$ cat config.mk
export PLATFORM = sky130hd
export DESIGN_NAME = seg7_time_display
export DESIGN_NICKNAME = d
export VERILOG_FILES = /design/src/rtl/seg7_time_display.sv
export SDC_FILE = /design/constraint.sdc
export NUM_CORES = 1
export LEC_CHECK = 0
export CORE_MARGIN = 2
export CORE_UTILIZATION = 61
export CTS_BUF_LIST = sky130_fd_sc_hd__clkbuf_4 sky130_fd_sc_hd__clkbuf_8 sky130_fd_sc_hd__clkbuf_16
export DETAILED_ROUTE_END_ITERATION = 10
export GPL_ROUTABILITY_DRIVEN = 0
export MAX_ROUTING_LAYER = met4
export PLACE_DENSITY_LB_ADDON = 0.25
export SYNTH_ARGS = -nofsm -noshare
export SYNTH_HDL_FRONTEND = slang
export SYNTH_SLANG_ARGS = --single-unit
$ cat constraint.sdc
create_clock -name clk -period 6.3 [get_ports clk]
set_input_delay 1.89 -clock clk [delete_from_list [all_inputs] [get_ports clk]]
set_output_delay 1.89 -clock clk [all_outputs]
set_load 0.005 [all_outputs]
$ cat src/rtl/seg7_time_display.sv
// Six-digit multiplexed 7-segment scan of HH MM SS with field blinking,
// dashes for out-of-range fields, colon heartbeat and a gated piezo tone.
module seg7_time_display #(
   parameter int SCAN_DIV  = 1000,
   parameter int BLINK_DIV = 250000
) (
   input  logic       clk,
   input  logic       rstn,
   input  logic [5:0] hour,
   input  logic [5:0] min,
   input  logic [5:0] sec,
   input  logic [1:0] mode,
   input  logic       trg_alarm,
   output logic [7:0] seg,
   output logic [5:0] dig,
   output logic       buzz
);

   localparam int SCAN_W  = (SCAN_DIV  > 1) ? $clog2(SCAN_DIV)  : 1;
   localparam int BLINK_W = (BLINK_DIV > 1) ? $clog2(BLINK_DIV) : 1;

   logic [SCAN_W-1:0]  presc;
   logic               tick;
   logic               vld_p1;
   logic [2:0]         idx;
   logic [BLINK_W-1:0] blink_cnt;
   logic               blink_wrap;
   logic               blink_ph;
   logic [5:0]         hour_p0, min_p0, sec_p0;
   logic [1:0]         mode_p0;
   logic               alarm_p0;
   logic               tone;
   logic               tone_nxt;
   logic               tone_act;
   logic [5:0]         fval;
   logic [5:0]         flim;
   logic [3:0]         digit;
   logic [6:0]         seg7;
   logic               blank;
   logic               dp;
   logic [7:0]         pat_p1;

   // 7-segment font, g..a on bits [6:0]
   function automatic logic [6:0] font(input logic [3:0] d);
      case (d)
         4'd0:    return 7'h3F;
         4'd1:    return 7'h06;
         4'd2:    return 7'h5B;
         4'd3:    return 7'h4F;
         4'd4:    return 7'h66;
         4'd5:    return 7'h6D;
         4'd6:    return 7'h7D;
         4'd7:    return 7'h07;
         4'd8:    return 7'h7F;
         4'd9:    return 7'h6F;
         default: return 7'h00;
      endcase
   endfunction

   // Tens digit of a 6-bit value; anything >= 60 is never shown as a number
   function automatic logic [3:0] tens_of(input logic [5:0] v);
      if (v >= 6'd60)      return 4'd6;
      else if (v >= 6'd50) return 4'd5;
      else if (v >= 6'd40) return 4'd4;
      else if (v >= 6'd30) return 4'd3;
      else if (v >= 6'd20) return 4'd2;
      else if (v >= 6'd10) return 4'd1;
      else                 return 4'd0;
   endfunction

   function automatic logic [3:0] ones_of(input logic [5:0] v);
      return 4'(v - 6'd10 * {2'b00, tens_of(v)});
   endfunction

   assign tick       = (presc == SCAN_W'(SCAN_DIV - 1));
   assign blink_wrap = (blink_cnt == BLINK_W'(BLINK_DIV - 1));
   assign tone_act   = trg_alarm && (mode != 2'b11);
   assign tone_nxt   = tone_act ? (tone ^ tick) : 1'b0;

   // Digit-slot prescaler, slot index and the one-cycle load strobe after a tick
   always_ff @(posedge clk or negedge rstn) begin
      if (!rstn) begin
         presc  <= '0;
         idx    <= 3'd0;
         vld_p1 <= 1'b0;
      end else begin
         presc  <= tick ? '0 : presc + SCAN_W'(1);
         vld_p1 <= tick;
         if (tick)
            idx <= (idx == 3'd5) ? 3'd0 : idx + 3'd1;
      end
   end

   // Free-running blink phase
   always_ff @(posedge clk or negedge rstn) begin
      if (!rstn) begin
         blink_cnt <= '0;
         blink_ph  <= 1'b0;
      end else begin
         blink_cnt <= blink_wrap ? '0 : blink_cnt + BLINK_W'(1);
         if (blink_wrap)
            blink_ph <= ~blink_ph;
      end
   end

   // Frame-boundary snapshot so a frame never mixes old and new time
   always_ff @(posedge clk or negedge rstn) begin
      if (!rstn) begin
         hour_p0  <= 6'd0;
         min_p0   <= 6'd0;
         sec_p0   <= 6'd0;
         mode_p0  <= 2'b00;
         alarm_p0 <= 1'b0;
      end else if (tick && idx == 3'd5) begin
         hour_p0  <= hour;
         min_p0   <= min;
         sec_p0   <= sec;
         mode_p0  <= mode;
         alarm_p0 <= trg_alarm;
      end
   end

   // Segment pattern for the current slot from the snapshot and blink phase
   always_comb begin
      fval   = sec_p0;
      flim   = 6'd59;
      digit  = 4'd0;
      seg7   = 7'h00;
      blank  = 1'b0;
      dp     = 1'b0;
      pat_p1 = 8'h00;
      case (idx[2:1])
         2'd0: begin
            fval = hour_p0;
            flim = 6'd23;
         end
         2'd1: begin
            fval = min_p0;
            flim = 6'd59;
         end
         default: begin
            fval = sec_p0;
            flim = 6'd59;
         end
      endcase
      digit = idx[0] ? ones_of(fval) : tens_of(fval);
      seg7  = (fval > flim) ? 7'h40 : font(digit);
      case (mode_p0)
         2'b01:   blank = blink_ph && (idx <= 3'd1);
         2'b10:   blank = blink_ph && (idx == 3'd2 || idx == 3'd3);
         2'b11:   blank = (idx >= 3'd4);
         default: blank = blink_ph && alarm_p0;
      endcase
      dp     = (idx == 3'd1 || idx == 3'd3) && (mode_p0 != 2'b00 || !blink_ph);
      pat_p1 = blank ? 8'h00 : {dp, seg7};
   end

   // Display drivers: dark for one cycle after each tick, then hold the slot
   always_ff @(posedge clk or negedge rstn) begin
      if (!rstn) begin
         seg <= 8'h00;
         dig <= 6'b0;
      end else if (tick) begin
         seg <= 8'h00;
         dig <= 6'b0;
      end else if (vld_p1) begin
         seg <= pat_p1;
         dig <= 6'd1 << idx;
      end
   end

   // Piezo tone: toggles per tick while the alarm is live, silent in the off blink phase
   always_ff @(posedge clk or negedge rstn) begin
      if (!rstn) begin
         tone <= 1'b0;
         buzz <= 1'b0;
      end else begin
         tone <= tone_nxt;
         buzz <= tone_nxt & ~blink_ph;
      end
   end

endmodule
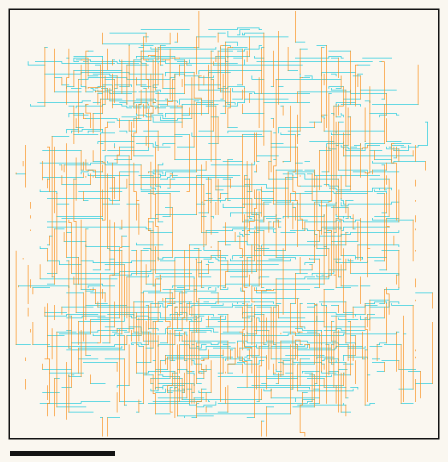
metal_stack.png
Scale bar: 20 um. Two of the layers only.
cyan -> met1  # wire length 3450 um
orange -> met2  # wire length 3530 um
global-route total usage across every layer: 0.2587
Wirelength per Cell: 15.18 um
vias after detailed routing: 2760
sum of routed wire length over all layers: 7.364 mm

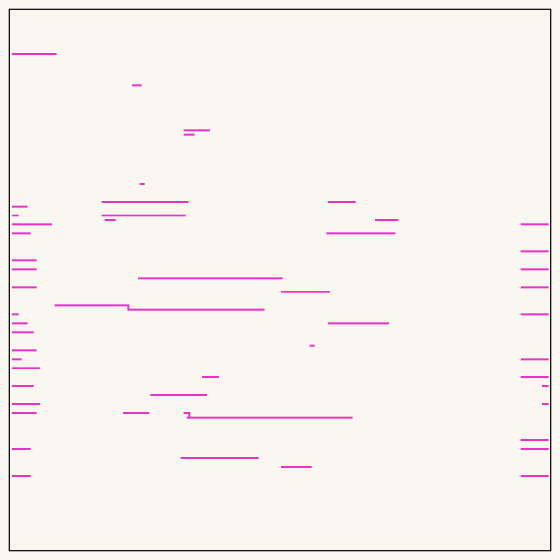
met3.png
wire length on this layer = 275 um
nets with wire on the layer = 44
main direction = horizontal
share of all routed wire = 3.7%
longest straight run = 24.8 um
met3 track utilization from global routing: 0.04725

==> out/metrics.yaml <==
final_nets: 444
post-synth-top-area-cell: "sky130_fd_sc_hd__dfrtp_1"
number_of_sequential_cells_in_the_layout: 70
numCtsBuffers: 9
total_power_uw: 831.0
globalRoute.totalOverflow: 0
number_of_flip_flops_under_the_largest_register_name: 18
post_cts_resize_count: 0
wire_length_of_the_first_global_routing_pass_mm: 12.72
worstSkewPairLatency_ns: 0.34
nature_of_the_critical_path_endpoint: "flip-flop"
drc_errors: 0
final_max_slew_viol_count: 0
non_filler_cells_in_the_finished_layout: 485
layout.clock.cell_area_share: 0.04606
ys_async_sr_fraction: 1.000
vias_in_the_first_global_route: 2764
worst_clock_skew_ns: 0.01032
cts_post_setup_buffers_inserted: 0
ys_cells: 366
routed-wl-met3_um: 274
m1WireLength_mm: 3.450
run_status: "finished, final reports clean"
dominant_register_cell: "sky130_fd_sc_hd__dfrtp_1"
sequentialPower_uw: 449
yosys-top-cells-area: "sky130_fd_sc_hd__dfrtp_1 47%, sky130_fd_sc_hd__mux2_2 6.7%, sky130_fd_sc_hd__ha_1 5.1%"
slew_headroom: 0.3381
worstSetupStartpoint: "idx[1]"
num-fill-cells: 446
clock_tree_root_buffer_cell: "sky130_fd_sc_hd__clkbuf_8"
power.static_leakage_uw: 0.001958
share_comb_of_total_power: 0.028
synthDistinctLibCells: 54
post-route-cell-area_um2: 4319
compound_area_frac: 0.1227
rr_endpoint: "seg[4]"
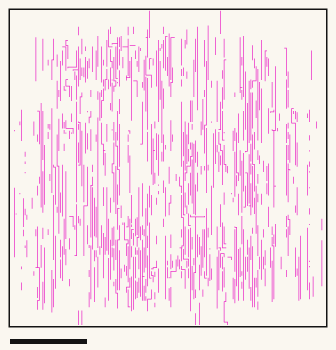
met2.png
Scale bar: 20 um.
share of all routed wire = 48%
main direction = vertical
wire length on this layer = 3530 um
nets with wire on the layer = 373
longest straight run = 33.7 um
global-route track usage on met2: 0.3935

-- Yosys cell counts (2+ instances only) --
| cell type | n |
|---|---|
| sky130_fd_sc_hd__o211ai_1 | 2 |
| sky130_fd_sc_hd__nor2_1 | 38 |
| sky130_fd_sc_hd__xor2_1 | 9 |
| sky130_fd_sc_hd__nand2b_1 | 3 |
| sky130_fd_sc_hd__o21a_1 | 4 |
| sky130_fd_sc_hd__inv_2 | 4 |
| sky130_fd_sc_hd__xnor2_1 | 14 |
| sky130_fd_sc_hd__clkbuf_1 | 8 |
| sky130_fd_sc_hd__mux2i_1 | 6 |
| sky130_fd_sc_hd__a21oi_1 | 11 |
| sky130_fd_sc_hd__buf_2 | 2 |
| sky130_fd_sc_hd__inv_1 | 10 |
| sky130_fd_sc_hd__and3_1 | 9 |
| sky130_fd_sc_hd__o21ai_0 | 16 |
| sky130_fd_sc_hd__or3_1 | 3 |
| sky130_fd_sc_hd__nand2_1 | 48 |
| sky130_fd_sc_hd__o21ai_1 | 6 |
| sky130_fd_sc_hd__ha_1 | 15 |
| sky130_fd_sc_hd__mux2_2 | 22 |
| sky130_fd_sc_hd__nor4_1 | 2 |
| sky130_fd_sc_hd__nor4b_1 | 2 |
| sky130_fd_sc_hd__nand3_1 | 15 |
| sky130_fd_sc_hd__a22oi_1 | 2 |
| sky130_fd_sc_hd__nand4_1 | 4 |
| sky130_fd_sc_hd__nor2b_1 | 3 |
| sky130_fd_sc_hd__nor3_1 | 7 |
| sky130_fd_sc_hd__dfrtp_1 | 70 |
| sky130_fd_sc_hd__a211oi_1 | 5 |
-- worst max-delay path: cells and delay by family (launching register included) --
kind / cells / cell delay, ns
mux: 2 / 0.70
compound gates: 3 / 0.59
fa+ha+maj: 2 / 0.60
flops: 1 / 0.73
simple gates: 4 / 0.94
buf+inv: 2 / 0.16
